`config.mk`:
```
export PLATFORM = sky130hd
export DESIGN_NAME = systolic_result_collector
export DESIGN_NICKNAME = d
export VERILOG_FILES = /design/src/rtl/systolic_result_collector.sv
export SDC_FILE = /design/constraint.sdc
export NUM_CORES = 1
export LEC_CHECK = 0
export ABC_AREA = 0
export CAP_MARGIN = 20
export CORE_MARGIN = 4
export CORE_UTILIZATION = 60
export DETAILED_ROUTE_END_ITERATION = 16
export GPL_TIMING_DRIVEN = 1
export HOLD_SLACK_MARGIN = 0.02
export PLACE_DENSITY = 0.78
export SLEW_MARGIN = 0
export SYNTH_ARGS = -nofsm -noshare
export SYNTH_HDL_FRONTEND = slang
export SYNTH_SLANG_ARGS = --single-unit
```
`constraint.sdc`:
```
create_clock -name clk -period 3.3 [get_ports clk]
set_input_delay 0.66 -clock clk [delete_from_list [all_inputs] [get_ports clk]]
set_output_delay 0.66 -clock clk [all_outputs]
set_load 0.05 [all_outputs]
```
`src/rtl/systolic_result_collector.sv`:
```
// systolic_result_collector: de-skews the N skewed activation lanes of the
// systolic array into an N*N row-major result store and exposes that store
// through a registered read port with busy/done/overrun status.
// Lane j carries element e of row j at capture step k = j + e, so one generic
// step counter decides which lanes are live instead of per-cycle write-back.
module systolic_result_collector #(
  parameter int DW = 8,
  parameter int N  = 4
) (
  input  logic                      clk,
  input  logic                      rst,
  input  logic                      start,
  input  logic                      clr,
  input  logic [N*DW-1:0]           lane_in,
  output logic                      busy,
  output logic                      done,
  output logic                      overrun,
  input  logic                      rd_en,
  input  logic [$clog2(N*N)-1:0]    rd_addr,
  output logic [DW-1:0]             rd_data,
  output logic                      rd_valid
);

  localparam int DEPTH     = N * N;
  localparam int LAST_STEP = 2 * N - 2;
  localparam int SW        = $clog2(2 * N - 1);

  typedef enum logic [1:0] {
    ST_IDLE    = 2'd0,
    ST_CAPTURE = 2'd1,
    ST_DONE    = 2'd2
  } state_e;

  state_e          state_q, state_d;
  logic [SW-1:0]   step_q, step_d;
  logic            busy_q, busy_d;
  logic            done_q, done_d;
  logic            overrun_q, overrun_d;
  logic            rd_valid_q, rd_valid_d;
  logic [DW-1:0]   rd_data_q, rd_data_d;
  logic [DW-1:0]   store_q [DEPTH];
  logic [DW-1:0]   store_d [DEPTH];
  logic            cap_en_s;

  // Capture sequencer: state, step counter and status flags; clr wins over start.
  always_comb begin
    state_d   = state_q;
    step_d    = step_q;
    busy_d    = busy_q;
    done_d    = done_q;
    overrun_d = overrun_q;
    cap_en_s  = 1'b0;
    if (clr) begin
      state_d   = ST_IDLE;
      step_d    = '0;
      busy_d    = 1'b0;
      done_d    = 1'b0;
      overrun_d = 1'b0;
    end else begin
      case (state_q)
        ST_IDLE, ST_DONE: begin
          // step_q is always 0 here, so the start cycle writes step 0.
          if (start) begin
            cap_en_s = 1'b1;
            state_d  = ST_CAPTURE;
            step_d   = SW'(1);
            busy_d   = 1'b1;
            done_d   = 1'b0;
          end else begin
            state_d = state_q;
          end
        end
        ST_CAPTURE: begin
          cap_en_s = 1'b1;
          if (start) begin
            overrun_d = 1'b1;
          end else begin
            overrun_d = overrun_q;
          end
          if (step_q == SW'(LAST_STEP)) begin
            state_d = ST_DONE;
            step_d  = '0;
            busy_d  = 1'b0;
            done_d  = 1'b1;
          end else begin
            step_d = step_q + SW'(1);
          end
        end
        default: begin
          state_d = ST_IDLE;
          step_d  = '0;
          busy_d  = 1'b0;
          done_d  = 1'b0;
        end
      endcase
    end
  end

  // Store write-back: lane j lands in row j, column (step - j) when in range.
  always_comb begin
    store_d = store_q;
    if (clr) begin
      for (int i = 0; i < DEPTH; i++) begin
        store_d[i] = '0;
      end
    end else if (cap_en_s) begin
      for (int j = 0; j < N; j++) begin
        for (int e = 0; e < N; e++) begin
          if (int'(step_q) == j + e) begin
            store_d[j*N + e] = lane_in[j*DW +: DW];
          end else begin
            store_d[j*N + e] = store_q[j*N + e];
          end
        end
      end
    end else begin
      store_d = store_q;
    end
  end

  // Read port: honoured only while a complete capture is held; data holds otherwise.
  always_comb begin
    rd_valid_d = 1'b0;
    rd_data_d  = rd_data_q;
    if (!clr && rd_en && (state_q == ST_DONE)) begin
      rd_valid_d = 1'b1;
      rd_data_d  = store_q[rd_addr];
    end else begin
      rd_valid_d = 1'b0;
    end
  end

  // State, status, read and store registers with asynchronous active-low reset.
  always_ff @(posedge clk or negedge rst) begin
    if (!rst) begin
      state_q    <= ST_IDLE;
      step_q     <= '0;
      busy_q     <= 1'b0;
      done_q     <= 1'b0;
      overrun_q  <= 1'b0;
      rd_valid_q <= 1'b0;
      rd_data_q  <= '0;
      for (int i = 0; i < DEPTH; i++) begin
        store_q[i] <= '0;
      end
    end else begin
      state_q    <= state_d;
      step_q     <= step_d;
      busy_q     <= busy_d;
      done_q     <= done_d;
      overrun_q  <= overrun_d;
      rd_valid_q <= rd_valid_d;
      rd_data_q  <= rd_data_d;
      for (int i = 0; i < DEPTH; i++) begin
        store_q[i] <= store_d[i];
      end
    end
  end

  assign busy     = busy_q;
  assign done     = done_q;
  assign overrun  = overrun_q;
  assign rd_valid = rd_valid_q;
  assign rd_data  = rd_data_q;

endmodule
```
pins.png
The bar under the picture is 20 um long. Pins as bars across the die edge, other pins in grey.
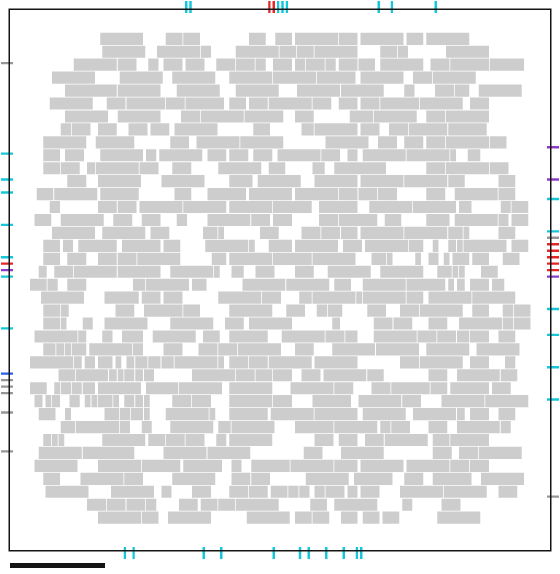
lane_in -> cyan  # pins 32, direction input, edge 11 bottom, 8 top, 7 left, 6 right
clr -> blue  # pins 1, direction input, edge left
rd_addr -> purple  # pins 4, direction input, edge 3 right, 1 left
rd_data -> red  # pins 8, direction output, edge 5 right, 2 top, 1 left
all pins by edge = 16 left, 16 right, 11 bottom, 10 top

final_placement.png
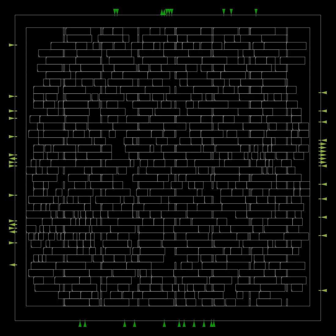
tap cells: 140
register share of the cell area: 45.2%
seq_cells: 144
Util after Layout: 73.2%

==> impl_results.html <==
<h2>Synthesis and place &amp; route</h2>
<table>
<tr><th>Metric</th><th>Value</th></tr>
<tr><th colspan="2">Clock tree</th></tr>
<tr><td>CTS-repair resized insts</td><td>0</td></tr>
<tr><td>Buffers from clock root to sink, at most</td><td>2</td></tr>
<tr><td>CTS clk-pin slew, worst paths</td><td>roughly 0.060 ns</td></tr>
<tr><td>Clock tree from TritonCTS</td><td>built</td></tr>
<tr><td>Setup bufs post-CTS</td><td>0</td></tr>
<tr><td>Clock sink count</td><td>144</td></tr>
<tr><td>Htree depth</td><td>4</td></tr>
<tr><td>CTS Hold Bufs</td><td>0</td></tr>
<tr><td>Number of buffers added by the clock tree synthesis step</td><td>17</td></tr>
<tr><td>Clock network latency to the later pin of the worst-skew pair</td><td>about 0.53 ns</td></tr>
<tr><td>Clock root buffer master</td><td>sky130_fd_sc_hd__clkbuf_8</td></tr>
<tr><th colspan="2">Placed design</th></tr>
<tr><td>Count of buffers from port buffering</td><td>52</td></tr>
<tr><td>Routability congestion estimate from global placement</td><td>0.776</td></tr>
<tr><td>Placement-stage worst setup slack</td><td>between 0.5 and 0.6 ns</td></tr>
<tr><td>Number of instances in the placed design</td><td>630</td></tr>
<tr><td>Standard cell area after detailed placement</td><td>7360 um2</td></tr>
<tr><td>Post-DP HPWL</td><td>between 8000 and 9000 um</td></tr>
<tr><th colspan="2">Pwr</th></tr>
<tr><td>Power Sequential</td><td>2.08 mW</td></tr>
<tr><td>Power consumed by the clock network</td><td>~1.9 mW</td></tr>
<tr><td>Cell internal pwr</td><td>roughly 3.6 mW</td></tr>
<tr><td>Sw Ratio</td><td>a little under a quarter</td></tr>
<tr><td>Combinational share of power</td><td>14.3%</td></tr>
<tr><td>Sequential power share</td><td>44.3%</td></tr>
<tr><td>Ratio of total power to cell area</td><td>589 nW/um2</td></tr>
<tr><td>Comb group</td><td>around 0.67 mW</td></tr>
<tr><td>Peak supply drop</td><td>445 uV</td></tr>
<tr><td>Switching power</td><td>1.10 mW</td></tr>
<tr><td>Total chip power</td><td>4.69 mW</td></tr>
<tr><td>Pleak</td><td>around 3.6 nW</td></tr>
<tr><td>Highest-power group</td><td>registers</td></tr>
<tr><td>Clock share of power</td><td>41.3%</td></tr>
<tr><th colspan="2">GRT</th></tr>
<tr><td>Met2 track utilization from global routing</td><td>37.5%</td></tr>
<tr><td>Met3 Resource Use GR</td><td>5.84%</td></tr>
<tr><td>Largest net degree at the start of global routing</td><td>70</td></tr>
<tr><td>Total Routing Usage GR</td><td>23.2%</td></tr>
<tr><td>Met1 demand-to-capacity share in global routing</td><td>a little under a third</td></tr>
<tr><td>Via count of the first global-routing pass</td><td>4,444</td></tr>
<tr><td>Layer with the highest usage</td><td>met2</td></tr>
<tr><td>Total global routing overflow</td><td>0</td></tr>
<tr><td>Global-route wire length before repair</td><td>22,800 um</td></tr>
<tr><td>Number of antenna violations at the first check in global routing</td><td>0</td></tr>
<tr><th colspan="2">Setup path</th></tr>
<tr><td>Series of cell instances along the critical path</td><td>clkdlybuf4s50_1</td></tr>
<tr><td>Req. time, crit path</td><td>2.64 ns</td></tr>
<tr><td>Worst Setup Start Kind</td><td>flip-flop</td></tr>
<tr><td>Worst R2R Start</td><td>step_q[0]$_DFFE_PN0P_</td></tr>
<tr><td>Number of buffers and inverters on the critical path</td><td>1</td></tr>
<tr><td>Worst Path Class, Setup</td><td>flip-flop to primary output</td></tr>
<tr><td>CP max FO</td><td>7</td></tr>
<tr><td>Slowest cell delay on critical path</td><td>0.84 ns</td></tr>
<tr><td>Data arrival time of the critical path</td><td>1.79 ns</td></tr>
<tr><td>Number of cells on the worst reg-to-reg path</td><td>4</td></tr>
<tr><td>Destination of the worst register-to-register timing path</td><td>store_q[30]$_DFFE_PN0P_</td></tr>
<tr><td>Category of cells accounting for the largest share of critical-path delay</td><td>buffers and inverters</td></tr>
<tr><td>Cell type of the slowest stage on the worst timing path</td><td>sky130_fd_sc_hd__clkdlybuf4s50_1</td></tr>
<tr><td>Register-to-register path setup slack</td><td>1.06 ns</td></tr>
<tr><td>Setup crit end kind</td><td>primary output</td></tr>
<tr><th colspan="2">Synth</th></tr>
<tr><td>Library cells used by synthesis</td><td>32</td></tr>
<tr><td>Number of warnings printed during yosys synthesis</td><td>0</td></tr>
<tr><td>Most instantiated cells after synthesis</td><td>144 x sky130_fd_sc_hd__dfrtp_1, 128 x sky130_fd_sc_hd__mux2_2, 33 x sky130_fd_sc_hd__nor2b_1</td></tr>
<tr><td>Ranking of synthesized cells by area</td><td>sky130_fd_sc_hd__dfrtp_1 54%, sky130_fd_sc_hd__mux2_2 22%, sky130_fd_sc_hd__mux4_2 10%, sky130_fd_sc_hd__nor2b_1 3.1%, sky130_fd_sc_hd__mux2i_1 2.4%</td></tr>
<tr><td>Cell type with the largest total area</td><td>sky130_fd_sc_hd__dfrtp_1</td></tr>
<tr><td>Multiplexer share</td><td>34.4%</td></tr>
<tr><td>Sequential-to-total area share from yosys stat</td><td>54.0%</td></tr>
<tr><td>Most used flip-flop cell</td><td>sky130_fd_sc_hd__dfrtp_1</td></tr>
<tr><td>Net count of the mapped netlist</td><td>slightly below 500</td></tr>
<tr><td>Main combinational cell family by area after synthesis</td><td>multiplexers</td></tr>
<tr><td>XOR-XNOR Cells, Area Fraction</td><td>0%</td></tr>
<tr><td>Netlist Area Pre-Place</td><td>about 6700 um2</td></tr>
<tr><td>Cells after Synth</td><td>446</td></tr>
<tr><td>Chip Area, Yosys</td><td>6680 um2</td></tr>
<tr><td>Count of state elements after synthesis</td><td>144</td></tr>
<tr><td>Per-instance average area after synthesis</td><td>15.0 um2</td></tr>
<tr><td>Adder-Cell Fraction of Synth Area</td><td>0.187%</td></tr>
<tr><td>Flip-flops with a built-in enable</td><td>0</td></tr>
<tr><td>Complex Gates by Area</td><td>approximately 2.6%</td></tr>
<tr><td>Fraction of synthesis flops using an asynchronous set or reset pin</td><td>100%</td></tr>
<tr><td>Number of standard cells reported by yosys</td><td>446</td></tr>
<tr><td>Dominant cell area share</td><td>54.0%</td></tr>
<tr><td>Post-synthesis share of cell area spent on and, or, nand and nor gates</td><td>6.43%</td></tr>
<tr><td>Post-synthesis cell type with the largest instance count</td><td>sky130_fd_sc_hd__dfrtp_1</td></tr>
<tr><th colspan="2">Cells and area</th></tr>
<tr><td>Fraction of cell area in non-clock buffers</td><td>8.15%</td></tr>
<tr><td>Sequential cell area</td><td>3600 um2</td></tr>
<tr><td>Layout cell share with drive strength beyond 1</td><td>41.4%</td></tr>
<tr><td>Multi-input gates</td><td>274</td></tr>
<tr><td>Count of placed standard cells in the final layout, fillers left out</td><td>662</td></tr>
<tr><td>Most frequent logic cell in the layout</td><td>sky130_fd_sc_hd__dfrtp_1</td></tr>
<tr><td>Number of buffers other than clock buffers in the final layout</td><td>67</td></tr>
<tr><td>Multi-input gate share of the layout cell area</td><td>36.6%</td></tr>
<tr><td>Layout filler cell count</td><td>696</td></tr>
<tr><td>Combinational Area</td><td>between 2000 and 3000 um2</td></tr>
<tr><td>Leading cell kind</td><td>sequential cells</td></tr>
<tr><td>Final #Nets</td><td>around 550</td></tr>
<tr><td>Clock buffer count in the final layout</td><td>23</td></tr>
<tr><td>Clock network area share</td><td>7.60%</td></tr>
<tr><td>Leading cell types in the layout, fill and taps excluded</td><td>144 x sky130_fd_sc_hd__dfrtp_1, 128 x sky130_fd_sc_hd__mux2_2, 49 x sky130_fd_sc_hd__clkdlybuf4s50_1</td></tr>
<tr><td>Count of inverters other than clock inverters in the layout</td><td>5</td></tr>
<tr><td>Antenna cells</td><td>0</td></tr>
<tr><th colspan="2">Final timing</th></tr>
<tr><td>Hold WS</td><td>0.128 ns</td></tr>
<tr><td>Shortest period the worst path allows</td><td>2.45 ns</td></tr>
<tr><td>Slew of the pin with the lowest slew margin</td><td>1.08 ns</td></tr>
<tr><td>Maximum clock frequency</td><td>408 MHz</td></tr>
<tr><td>Final TNS setup</td><td>0 ns</td></tr>
<tr><td>Post-layout period usage</td><td>74.3%</td></tr>
<tr><td>Setup-violating endpoint count in the final report</td><td>0</td></tr>
<tr><td>Count of final max-slew check failures</td><td>0</td></tr>
<tr><td>Number of endpoints with negative hold slack in the final report</td><td>0</td></tr>
<tr><td>Max Clock Skew</td><td>between 0.008 and 0.009 ns</td></tr>
<tr><td>RSZ-0062 raised after global routing</td><td>no</td></tr>
<tr><td>Worst-case headroom to the max-slew limit</td><td>27.5%</td></tr>
<tr><th colspan="2">Route</th></tr>
<tr><td>Topmost layer with routed signal wires</td><td>met4</td></tr>
<tr><td>Mean routed wirelength per cell</td><td>~20 um</td></tr>
<tr><td>Detailed-route vias per instance</td><td>5.92</td></tr>
<tr><td>Wire length on met1</td><td>between 6000 and 7000 um</td></tr>
<tr><td>Total routed wirelength</td><td>13,500 um</td></tr>
<tr><td>Routed length on met3</td><td>589 um</td></tr>
<tr><td>Detailed route wirelength on metal2</td><td>roughly 6700 um</td></tr>
<tr><td>Via Count</td><td>3,919</td></tr>
<tr><td>Detailed-router iteration count before antenna repair</td><td>4</td></tr>
<tr><td>DRC violation count after routing</td><td>0</td></tr>
<tr><td>Number of design-rule violations left by the first detailed-router iteration</td><td>192</td></tr>
<tr><td>Remaining number of nets flagged by the antenna check after routing</td><td>0</td></tr>
<tr><th colspan="2">Job</th></tr>
<tr><td>Reported max-cap violation count</td><td>0</td></tr>
<tr><td>Number of warnings the tools reported</td><td>26</td></tr>
<tr><th colspan="2">Floorplanning</th></tr>
<tr><td>Vertical extent of the die</td><td>113 um</td></tr>
<tr><td>Die area</td><td>12,900 um2</td></tr>
<tr><td>Number of I/O pins</td><td>53</td></tr>
<tr><td>Rows</td><td>38</td></tr>
<tr><td>Chip Width</td><td>about 110 um</td></tr>
<tr><td>Area inside the core boundary</td><td>10,900 um2</td></tr>
<tr><td>FP Core Util</td><td>roughly three fifths</td></tr>
<tr><th colspan="2">Outcome</th></tr>
<tr><td>Run status</td><td>finished clean</td></tr>
<tr><th colspan="2">Min path</th></tr>
<tr><td>Kind of path behind the tightest hold check</td><td>input port to async pin</td></tr>
</table>
drive_strength.png
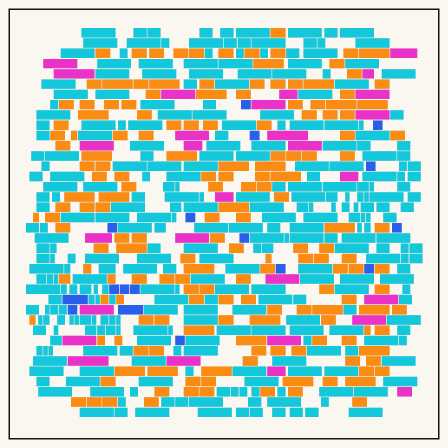
drive 6 and up -> magenta  # cells 28, share 5.4%
drive 2 -> orange  # cells 171, share 33%
drive 1 or less -> cyan  # cells 306, share 59%
drive 3 to 4 -> blue  # cells 17, share 3.3%
area growth from synthesis to layout: 19.3%
Worst Setup Slack, final: 0.847 ns
Finished Cell Area: 7970 um2

zoom.png
Region (75, 75) to (95, 95) um. Cells in grey, sequential cells in the stronger grey; small squares are vias.
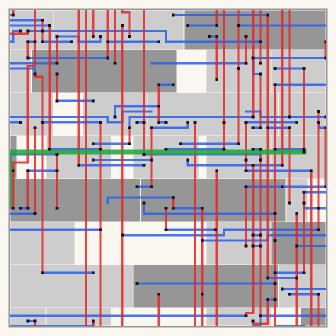
met1 -> blue
met3 -> green
met2 -> red
sequential cells in the window = 5
netlist names of flops here include = store_q (5)
cells with their middle in the window = 18
most frequent = mux2_2 (8), dfrtp_1 (5), mux4_2 (2)

## kinds of logic after synthesis
group	count (synthesis)
compound gates	23
mux	175
fa+ha+maj	1
simple gates	75
buf+inv	28
flops	144
## flip-flops by register name, indices dropped and copies added (netlist names)
name	flops
rd_data	8
rd_valid	1
state_q	2
done	1
step_q	3
overrun	1
store_q	128
## worst max path at each step
stage                                start                  endpoint  cells past startpoint  slack [ns]
global route        state_q[0]$_DFFE_PN0P_                      busy                      1        0.75
CTS                 state_q[0]$_DFFE_PN0P_                      busy                      1        0.82
detailed placement                   start   store_q[30]$_DFFE_PN0P_                      5        0.56
finish              state_q[0]$_DFFE_PN0P_                      busy                      1        0.85
floorplan           state_q[0]$_DFFE_PN0P_  store_q[100]$_DFFE_PN0P_                      5        1.25
global placement                     start   store_q[30]$_DFFE_PN0P_                      5        0.61
Power and IR drop assume default switching activity.
